<file path="config.mk">
export PLATFORM = sky130hd
export DESIGN_NAME = ebu_rr_arb
export DESIGN_NICKNAME = d
export VERILOG_FILES = /design/src/rtl/ebu_pkg.sv /design/src/rtl/ebu_rr_pick.sv /design/src/rtl/ebu_rr_arb.sv
export SDC_FILE = /design/constraint.sdc
export NUM_CORES = 1
export LEC_CHECK = 0
export CAP_MARGIN = 40
export CORE_MARGIN = 2
export CORE_UTILIZATION = 50
export CTS_BUF_LIST = sky130_fd_sc_hd__clkbuf_16
export DETAILED_ROUTE_END_ITERATION = 7
export GPL_TIMING_DRIVEN = 0
export PLACE_DENSITY_LB_ADDON = 0.2
export SYNTH_ARGS = -nofsm -noshare
export SYNTH_HDL_FRONTEND = slang
export SYNTH_SLANG_ARGS = --single-unit
export TNS_END_PERCENT = 100
</file>
<file path="constraint.sdc">
create_clock -name HCLK -period 4.7 [get_ports HCLK]
set_input_delay 0.94 -clock HCLK [delete_from_list [all_inputs] [get_ports HCLK]]
set_output_delay 0.94 -clock HCLK [all_outputs]
set_load 0.1 [all_outputs]
</file>
<file path="src/rtl/ebu_pkg.sv">
// Shared types and helpers for the bus arbiter.
//   ebu_state_e   : arbiter FSM state (IDLE pass-through / OWNED burst)
//   burst_thresh  : HBURST -> final-beat index of the burst (0, 3, 7, 15)
package ebu_pkg;

  typedef enum logic {
    ST_IDLE  = 1'b0,
    ST_OWNED = 1'b1
  } ebu_state_e;

  // Only HBURST[2:1] matters: SINGLE/INCR -> 0, 4-beat -> 3, 8-beat -> 7, 16-beat -> 15.
  function automatic logic [3:0] burst_thresh(input logic [2:0] hburst);
    case (hburst[2:1])
      2'b00:   return 4'd0;
      2'b01:   return 4'd3;
      2'b10:   return 4'd7;
      default: return 4'd15;
    endcase
  endfunction

endpackage

</file>
<file path="src/rtl/ebu_rr_pick.sv">
// Combinational priority picker.
//   elig  in  NREQ  candidate requestors
//   ptr   in  PW    rotating start index (ignored when ROUNDROBIN=0)
//   win   out NREQ  one-hot winner (zero when elig is zero)
//   idx   out PW    binary index of win
module ebu_rr_pick #(
  parameter int NREQ       = 3,
  parameter int ROUNDROBIN = 1,
  parameter int PW         = $clog2(NREQ)
) (
  input  logic [NREQ-1:0] elig,
  input  logic [PW-1:0]   ptr,
  output logic [NREQ-1:0] win,
  output logic [PW-1:0]   idx
);

  logic found;
  int   j;

  // Scan NREQ slots starting at ptr (or 0 for fixed priority), first hit wins.
  always_comb begin
    win   = '0;
    idx   = '0;
    found = 1'b0;
    j     = 0;
    for (int k = 0; k < NREQ; k++) begin
      j = (ROUNDROBIN != 0) ? (int'(ptr) + k) % NREQ : k;
      if (!found && elig[j]) begin
        win[j] = 1'b1;
        idx    = PW'(j);
        found  = 1'b1;
      end
    end
  end

endmodule

</file>
<file path="src/rtl/ebu_rr_arb.sv">
// AHB external-bus arbiter. Single eligible requestor passes straight through;
// contention grants one owner for a whole burst, the losers save their
// address phase and restore it when they are granted later.
//   HCLK, HRESETn  clock, synchronous active-low reset
//   HBURST, HREADY burst type / ready of the currently muxed transfer
//   Req            per-requestor request
//   Select         one-hot mux select of the bus owner
//   Save           pulse: requestor just lost, capture address phase
//   Restore        level: pending loser drives its saved request
//   Disable        level: requestor squashed from the bus
//   Owner          binary index of Select
module ebu_rr_arb
  import ebu_pkg::*;
#(
  parameter int NREQ       = 3,
  parameter int ROUNDROBIN = 1
) (
  input  logic                     HCLK,
  input  logic                     HRESETn,
  input  logic [2:0]               HBURST,
  input  logic                     HREADY,
  input  logic [NREQ-1:0]          Req,
  output logic [NREQ-1:0]          Select,
  output logic [NREQ-1:0]          Save,
  output logic [NREQ-1:0]          Restore,
  output logic [NREQ-1:0]          Disable,
  output logic [$clog2(NREQ)-1:0]  Owner
);

  localparam int PW = $clog2(NREQ);

  ebu_state_e      state;
  logic [NREQ-1:0] served, pend;
  logic [PW-1:0]   ptr, own_idx;
  logic [3:0]      cnt, thr;
  logic            fbd;

  logic [NREQ-1:0] elig, own_oh, cand, arb_in, win_oh;
  logic [NREQ-1:0] sel_c, save_c, rest_c, dis_c;
  logic [PW-1:0]   win_idx, sel_idx;
  logic            multi, final_beat, beat_en, done, decide;

  assign elig       = Req & ~served;
  assign own_oh     = NREQ'(1) << own_idx;
  // While owned, everyone eligible other than the owner is (or becomes) pending.
  assign cand       = elig & ~own_oh;
  assign arb_in     = (state == ST_OWNED) ? cand : elig;
  assign multi      = |(elig & (elig - NREQ'(1)));
  assign beat_en    = (state == ST_OWNED) && HREADY;
  assign final_beat = (cnt == thr);
  assign done       = beat_en && fbd;
  assign decide     = (state == ST_IDLE) ? multi : (done && |cand);

  ebu_rr_pick #(.NREQ(NREQ), .ROUNDROBIN(ROUNDROBIN), .PW(PW)) u_pick (
    .elig (arb_in),
    .ptr  (ptr),
    .win  (win_oh),
    .idx  (win_idx)
  );

  always_comb begin
    sel_c  = '0;
    save_c = '0;
    rest_c = '0;
    dis_c  = '0;
    if (state == ST_IDLE) begin
      sel_c  = multi ? win_oh : elig;
      save_c = multi ? (elig & ~win_oh) : '0;
      dis_c  = served;
    end else begin
      sel_c  = own_oh;
      // Late arrivals pulse Save once, on the cycle they join the pending set.
      save_c = cand & ~pend;
      rest_c = pend;
      dis_c  = ~own_oh & Req;
    end
    sel_idx = '0;
    for (int i = 0; i < NREQ; i++)
      if (sel_c[i]) sel_idx = PW'(i);
    // Registers are not yet cleared while reset is asserted: present a clean bus.
    if (!HRESETn) begin
      sel_c   = ((Req & (Req - NREQ'(1))) == '0) ? Req : '0;
      save_c  = '0;
      rest_c  = '0;
      dis_c   = '0;
      sel_idx = '0;
    end
  end

  assign Select  = sel_c;
  assign Save    = save_c;
  assign Restore = rest_c;
  assign Disable = dis_c;
  assign Owner   = sel_idx;

  always_ff @(posedge HCLK) begin
    if (!HRESETn) begin
      state   <= ST_IDLE;
      served  <= '0;
      pend    <= '0;
      ptr     <= '0;
      own_idx <= '0;
      cnt     <= '0;
      thr     <= '0;
      fbd     <= 1'b0;
    end else begin
      served <= served & Req;
      if (state == ST_IDLE) begin
        if (multi) begin
          state   <= ST_OWNED;
          own_idx <= win_idx;
          pend    <= elig & ~win_oh;
          thr     <= burst_thresh(HBURST);
        end
      end else begin
        pend <= cand;
        if (beat_en) begin
          cnt <= cnt + 4'd1;
          fbd <= final_beat;
        end
        if (done) begin
          cnt    <= '0;
          fbd    <= 1'b0;
          served <= (served | own_oh) & Req;
          if (|cand) begin
            own_idx <= win_idx;
            pend    <= cand & ~win_oh;
            thr     <= burst_thresh(HBURST);
          end else begin
            state <= ST_IDLE;
            pend  <= '0;
          end
        end
      end
      if (ROUNDROBIN != 0 && decide)
        ptr <= (win_idx == PW'(NREQ - 1)) ? '0 : win_idx + PW'(1);
    end
  end

endmodule

</file>
==> flow_metrics.py, run 1 <==
# Physical implementation metrics
metrics = {
    "run_status": {
        "outcome": "complete, no violations",
    },
    "setup_path": {
        "cp.depth": 10,
        "crit_required_ps": 3760,
        "crit_path_end_kind": "primary output",
        "r2r_end": "pend[2]$_SDFFE_PN0P_",
        "worst_path_most_repeated_cell": "a221o_1",
        "r2r_cells": 10,
        "endpoint": "Save[0]",
        "rr_startpoint": "ptr[0]$_SDFFE_PN0P_",
    },
    "cells_and_area": {
        "layout.cells.most_common": "nand2_1",
        "nFillCells": 235,
        "fin_util_pct": 71.5,
        "final_cell_count_no_fill": 283,
        "comb-cell-share_pct": 52.9,
        "nNonClkBuffers": 47,
        "clock_buffers": 3,
        "antenna_cells": 0,
        "regArea_um2": 380,
        "layout.nets": 265,
        "nMultiInputCombCells": 171,
        "final_area_mm2": 0.00215,
    },
    "worst_hold_path": {
        "hold_end": "thr[3]$_SDFFE_PN0P_",
        "hp-start": "thr[3]$_SDFFE_PN0P_",
        "min_path_type": "flip-flop to flip-flop",
    },
    "route": {
        "drt-initial-drc-count": 137,
        "route.met3.wl_um": 224,
        "wirelength_met1_um": 1870,
        "detail_route.wl_per_cell_um": 15.3,
        "routed.top_layer": "met4",
        "first_pass_iters": 4,
        "drc": 0,
        "dr_wl_met2_um": 2160,
    },
    "flow_run": {
        "max-cap-violations": 0,
        "warning_count": 30,
    },
    "final_timing": {
        "setup_viol": 0,
        "hold_viol_final": 0,
        "holdWs_ps": 481,
        "fin_setup_tns_ps": 0,
        "tightest_slew_ps": 577,
        "finalClockPeriodUsage_pct": 95.0,
        "worst_slack_ps": 233,
        "finClkSkew_ps": 6.37,
    },
    "place": {
        "dpl_worst_slack_ps": -214,
        "place_inst": 279,
        "place_congestion": 0.910,
        "dp_hpwl_um": 3210,
    },
    "power": {
        "swShare_pct": 36.5,
        "powerComb_uw": 242,
        "finalPower_uw": 596,
        "p_sw_uw": 217,
        "power.density_mw_per_mm2": 278,
    },
    "synth": {
        "synth_area_mm2": 0.00157,
        "synthCells": 212,
        "simple_gate_area_share_pct": 33.3,
    },
    "floorplanning": {
        "chipWidth_um": 60.0,
        "rows": 20,
        "die_h_um": 60.0,
        "ioPinCount": 23,
    },
    "grt": {
        "antenna_found_initial": 0,
        "grt_util_met3_pct": 3.68,
        "top_usage_layer": "met2",
        "use_met2_pct": 46.1,
    },
    "clock_network": {
        "postCtsSetupRepairBufs": 0,
        "clockRootBuffer": "clkbuf_16",
        "cts_hold_buf": 0,
        "clock_sink_count": 19,
    },
}
Figure 1. Clock distribution (run 1).
Scale bar: 20 um.
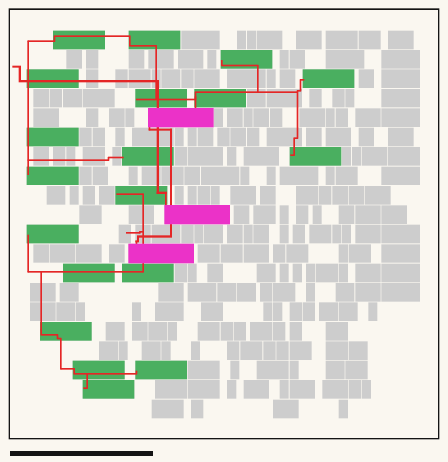
red -> clock wires  # length 259 um
magenta -> clock-net drivers  # count 3
green -> flip-flops  # count 19
routed clock nets = 4

Figure 2. Floorplan with the power grid (run 1).
Scale bar: 20 um. Pins as bars on the die edge. Tap cells in grey.
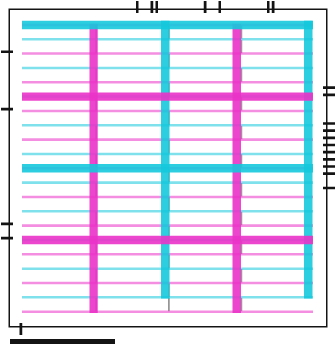
magenta -> VSS
cyan -> VDD
met4 straps = 4
signal pins = 23
met1 rails = 21

Figure 3. Wiring by layer (run 1).
Scale bar: 20 um. Only two layers are drawn.
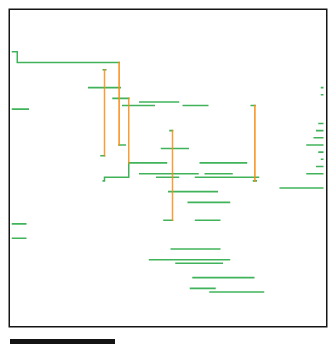
orange -> M4  # wire length 75.5 um
green -> M3  # wire length 224 um

==> run 1 -> run 2 <==
--- a/config.mk
+++ b/config.mk
@@ -12,7 +12,9 @@
 export DETAILED_ROUTE_END_ITERATION = 7
 export GPL_TIMING_DRIVEN = 0
 export PLACE_DENSITY_LB_ADDON = 0.2
+export SETUP_SLACK_MARGIN = 0.15
 export SYNTH_ARGS = -nofsm -noshare
 export SYNTH_HDL_FRONTEND = slang
+export SYNTH_HIERARCHICAL = 1
 export SYNTH_SLANG_ARGS = --single-unit
 export TNS_END_PERCENT = 100
Figure 4. Clock distribution (run 2).
Scale bar: 20 um.
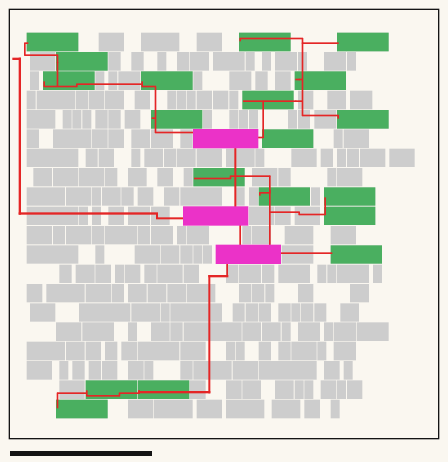
red -> clock wires  # length 263 um
magenta -> clock-net drivers  # count 3
green -> flip-flops  # count 19
flops lie = widely spread

==> run 2 against run 1 <==
Against the previous run: non-clock buffer count fell by 1; global-route usage up 0.37 points; synthesized area rose by 1.1%; sequential power rose by 5%; clock power barely moved; hold slack worse by 9.7 ps; cell count up 4.6%; critical path type unchanged; clock skew down 5.6 ps.
==> flow_metrics.py, run 2 <==
# Physical implementation metrics
metrics = {
    "grt": {
        "antenna_found_initial": 0,
        "grt_max_degree": 12,
        "grt_use_met1_pct": 36.8,
        "use_met2_pct": 40.2,
        "track_usage_pct": 26.8,
        "top_usage_layer": "met2",
        "grt_util_met3_pct": 5.41,
        "grt_pass1_vias": 1658,
    },
    "route": {
        "first_pass_iters": 4,
        "wirelength_met1_um": 1990,
        "routed.top_layer": "met4",
        "route.met3.wl_um": 323,
        "detail_route.wl_per_cell_um": 15.3,
        "dr_wl_met2_um": 2070,
        "drc": 0,
        "via_count": 1799,
        "drt-initial-drc-count": 160,
    },
    "setup_path": {
        "crit_required_ps": 3760,
        "r2r_cells": 10,
        "rr_startpoint": "own_idx[1]$_SDFFE_PN0P_",
        "r2r_end": "pend[0]$_SDFFE_PN0P_",
        "cp.depth": 13,
        "crit_path_end_kind": "primary output",
    },
    "power": {
        "power_leader": "combinational cells",
        "power.density_mw_per_mm2": 340,
        "finalPower_uw": 747,
        "powerComb_uw": 383,
        "swShare_pct": 41.6,
        "p_sw_uw": 311,
    },
    "flow_run": {
        "warning_count": 31,
        "max-cap-violations": 0,
    },
    "place": {
        "place_inst": 296,
        "place_congestion": 1.02,
        "dp_hpwl_um": 3070,
        "dpl_worst_slack_ps": -438,
    },
    "synth": {
        "mux_area_share_pct": 6.40,
        "ys.flops": 19,
        "simple_gate_area_share_pct": 27.8,
        "synth_area_mm2": 0.00158,
        "fa_ha_area_share_pct": 5.30,
        "synthCells": 218,
    },
    "cells_and_area": {
        "final_cell_count_no_fill": 296,
        "nMultiInputCombCells": 174,
        "final_area_mm2": 0.00220,
        "regArea_um2": 380,
        "clock_buffers": 3,
        "nFillCells": 216,
        "comb-cell-share_pct": 52.9,
        "antenna_cells": 0,
        "layout.nets": 267,
        "layout.cells.most_common": "nand2_1",
        "nNonClkBuffers": 46,
    },
    "floorplanning": {
        "rows": 20,
        "die_h_um": 60.3,
        "die-area_mm2": 0.00363,
        "ioPinCount": 23,
        "chipWidth_um": 60.3,
    },
    "clock_network": {
        "clockRootBuffer": "clkbuf_16",
        "postCtsSetupRepairBufs": 0,
        "cts_hold_buf": 0,
        "post_cts_resized": 22,
        "clock_sink_count": 19,
    },
    "run_status": {
        "outcome": "complete, no violations",
    },
    "worst_hold_path": {
        "hold_end": "thr[3]$_SDFFE_PN0P_",
        "hp-start": "thr[3]$_SDFFE_PN0P_",
        "min_path_type": "flip-flop to flip-flop",
    },
    "final_timing": {
        "finalClockPeriodUsage_pct": 96.2,
        "fin_setup_tns_ps": 0,
        "tightest_slew_ps": 624,
        "worst_slack_ps": 181,
        "holdWs_ps": 472,
        "hold_viol_final": 0,
        "finClkSkew_ps": 0.726,
    },
}
==> run 2 -> run 3 <==
--- a/config.mk
+++ b/config.mk
@@ -6,7 +6,7 @@
 export NUM_CORES = 1
 export LEC_CHECK = 0
 export CAP_MARGIN = 40
-export CORE_MARGIN = 2
+export CORE_MARGIN = 1
 export CORE_UTILIZATION = 50
 export CTS_BUF_LIST = sky130_fd_sc_hd__clkbuf_16
 export DETAILED_ROUTE_END_ITERATION = 7
Figure 5. Floorplan with the power grid (run 3).
Scale bar: 20 um. Pins as bars on the die edge. Tap cells in grey.
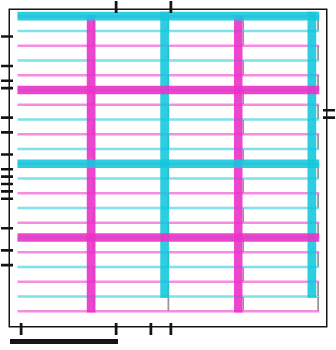
cyan -> VDD
magenta -> VSS
met1 rails = 21
met5 straps = 4
tap cells = 44

==> run 3 against run 2 <==
Against the previous run: via count is 1.3% lower; first-iteration DRC count down 48%; synthesized area did not move; non-clock buffer count increased by 2; setup slack gained 91 ps; fmax is 2.1% higher.
==> flow_metrics.py, run 3 <==
# Physical implementation metrics
metrics = {
    "route": {
        "route.met3.wl_um": 278,
        "first_pass_iters": 4,
        "detail_route.wl_per_cell_um": 14.8,
        "routed.top_layer": "met4",
        "drt-initial-drc-count": 83,
        "drc": 0,
        "wirelength_met1_um": 1940,
        "dr_wl_met2_um": 2110,
    },
    "synth": {
        "synth_area_mm2": 0.00158,
        "yosysMostFrequentCell": "nand2_1",
        "ys.flops": 19,
        "fa_ha_area_share_pct": 5.30,
        "synthCells": 218,
        "yosysWarnings": 6,
        "simple_gate_area_share_pct": 27.8,
        "mux_area_share_pct": 6.40,
    },
    "power": {
        "p_seq_share_pct": 25.2,
        "power.density_mw_per_mm2": 341,
        "finalPower_uw": 748,
        "swShare_pct": 41.6,
        "p_sw_uw": 311,
        "powerComb_uw": 382,
        "power_leader": "combinational cells",
    },
    "cells_and_area": {
        "syn2layout_area_growth_pct": 38.4,
        "nFillCells": 233,
        "regArea_um2": 380,
        "layout.cells.most_common": "nand2_1",
        "fin_util_pct": 72.4,
        "largest_cell_class": "combinational gates",
        "comb-cell-share_pct": 52.7,
        "nNonClkBuffers": 48,
        "layout.nets": 269,
        "clock_buffers": 3,
        "final_area_mm2": 0.00219,
        "nMultiInputCombCells": 174,
    },
    "final_timing": {
        "tightest_slew_ps": 619,
        "hold_viol_final": 0,
        "worst_slack_ps": 272,
        "fin_setup_tns_ps": 0,
    },
    "grt": {
        "top_usage_layer": "met2",
        "track_usage_pct": 27.2,
        "use_met2_pct": 45.0,
        "antenna_found_initial": 0,
        "grt_pass1_vias": 1617,
        "grt_util_met3_pct": 4.24,
        "grt_use_met1_pct": 34.3,
    },
    "worst_hold_path": {
        "hp-start": "thr[3]$_SDFFE_PN0P_",
        "min_path_type": "flip-flop to flip-flop",
        "hold_end": "thr[3]$_SDFFE_PN0P_",
    },
    "clock_network": {
        "cts_hold_buf": 0,
        "post_cts_resized": 20,
        "postCtsSetupRepairBufs": 0,
        "clockRootBuffer": "clkbuf_16",
        "cts_tree": "done",
    },
    "setup_path": {
        "r2r_cells": 10,
        "worst_path_most_repeated_cell": "nand2b_1",
        "cp.depth": 12,
        "rr_startpoint": "own_idx[1]$_SDFFE_PN0P_",
        "r2r_end": "pend[0]$_SDFFE_PN0P_",
    },
    "flow_run": {
        "warning_count": 31,
    },
    "place": {
        "place_congestion": 0.971,
        "dpl_worst_slack_ps": -392,
        "dp_hpwl_um": 3120,
    },
    "floorplanning": {
        "rows": 20,
        "die-area_mm2": 0.00339,
        "ioPinCount": 23,
        "die_h_um": 58.3,
    },
    "run_status": {
        "outcome": "complete, no violations",
    },
}
Power is estimated from default activity; no workload was simulated.
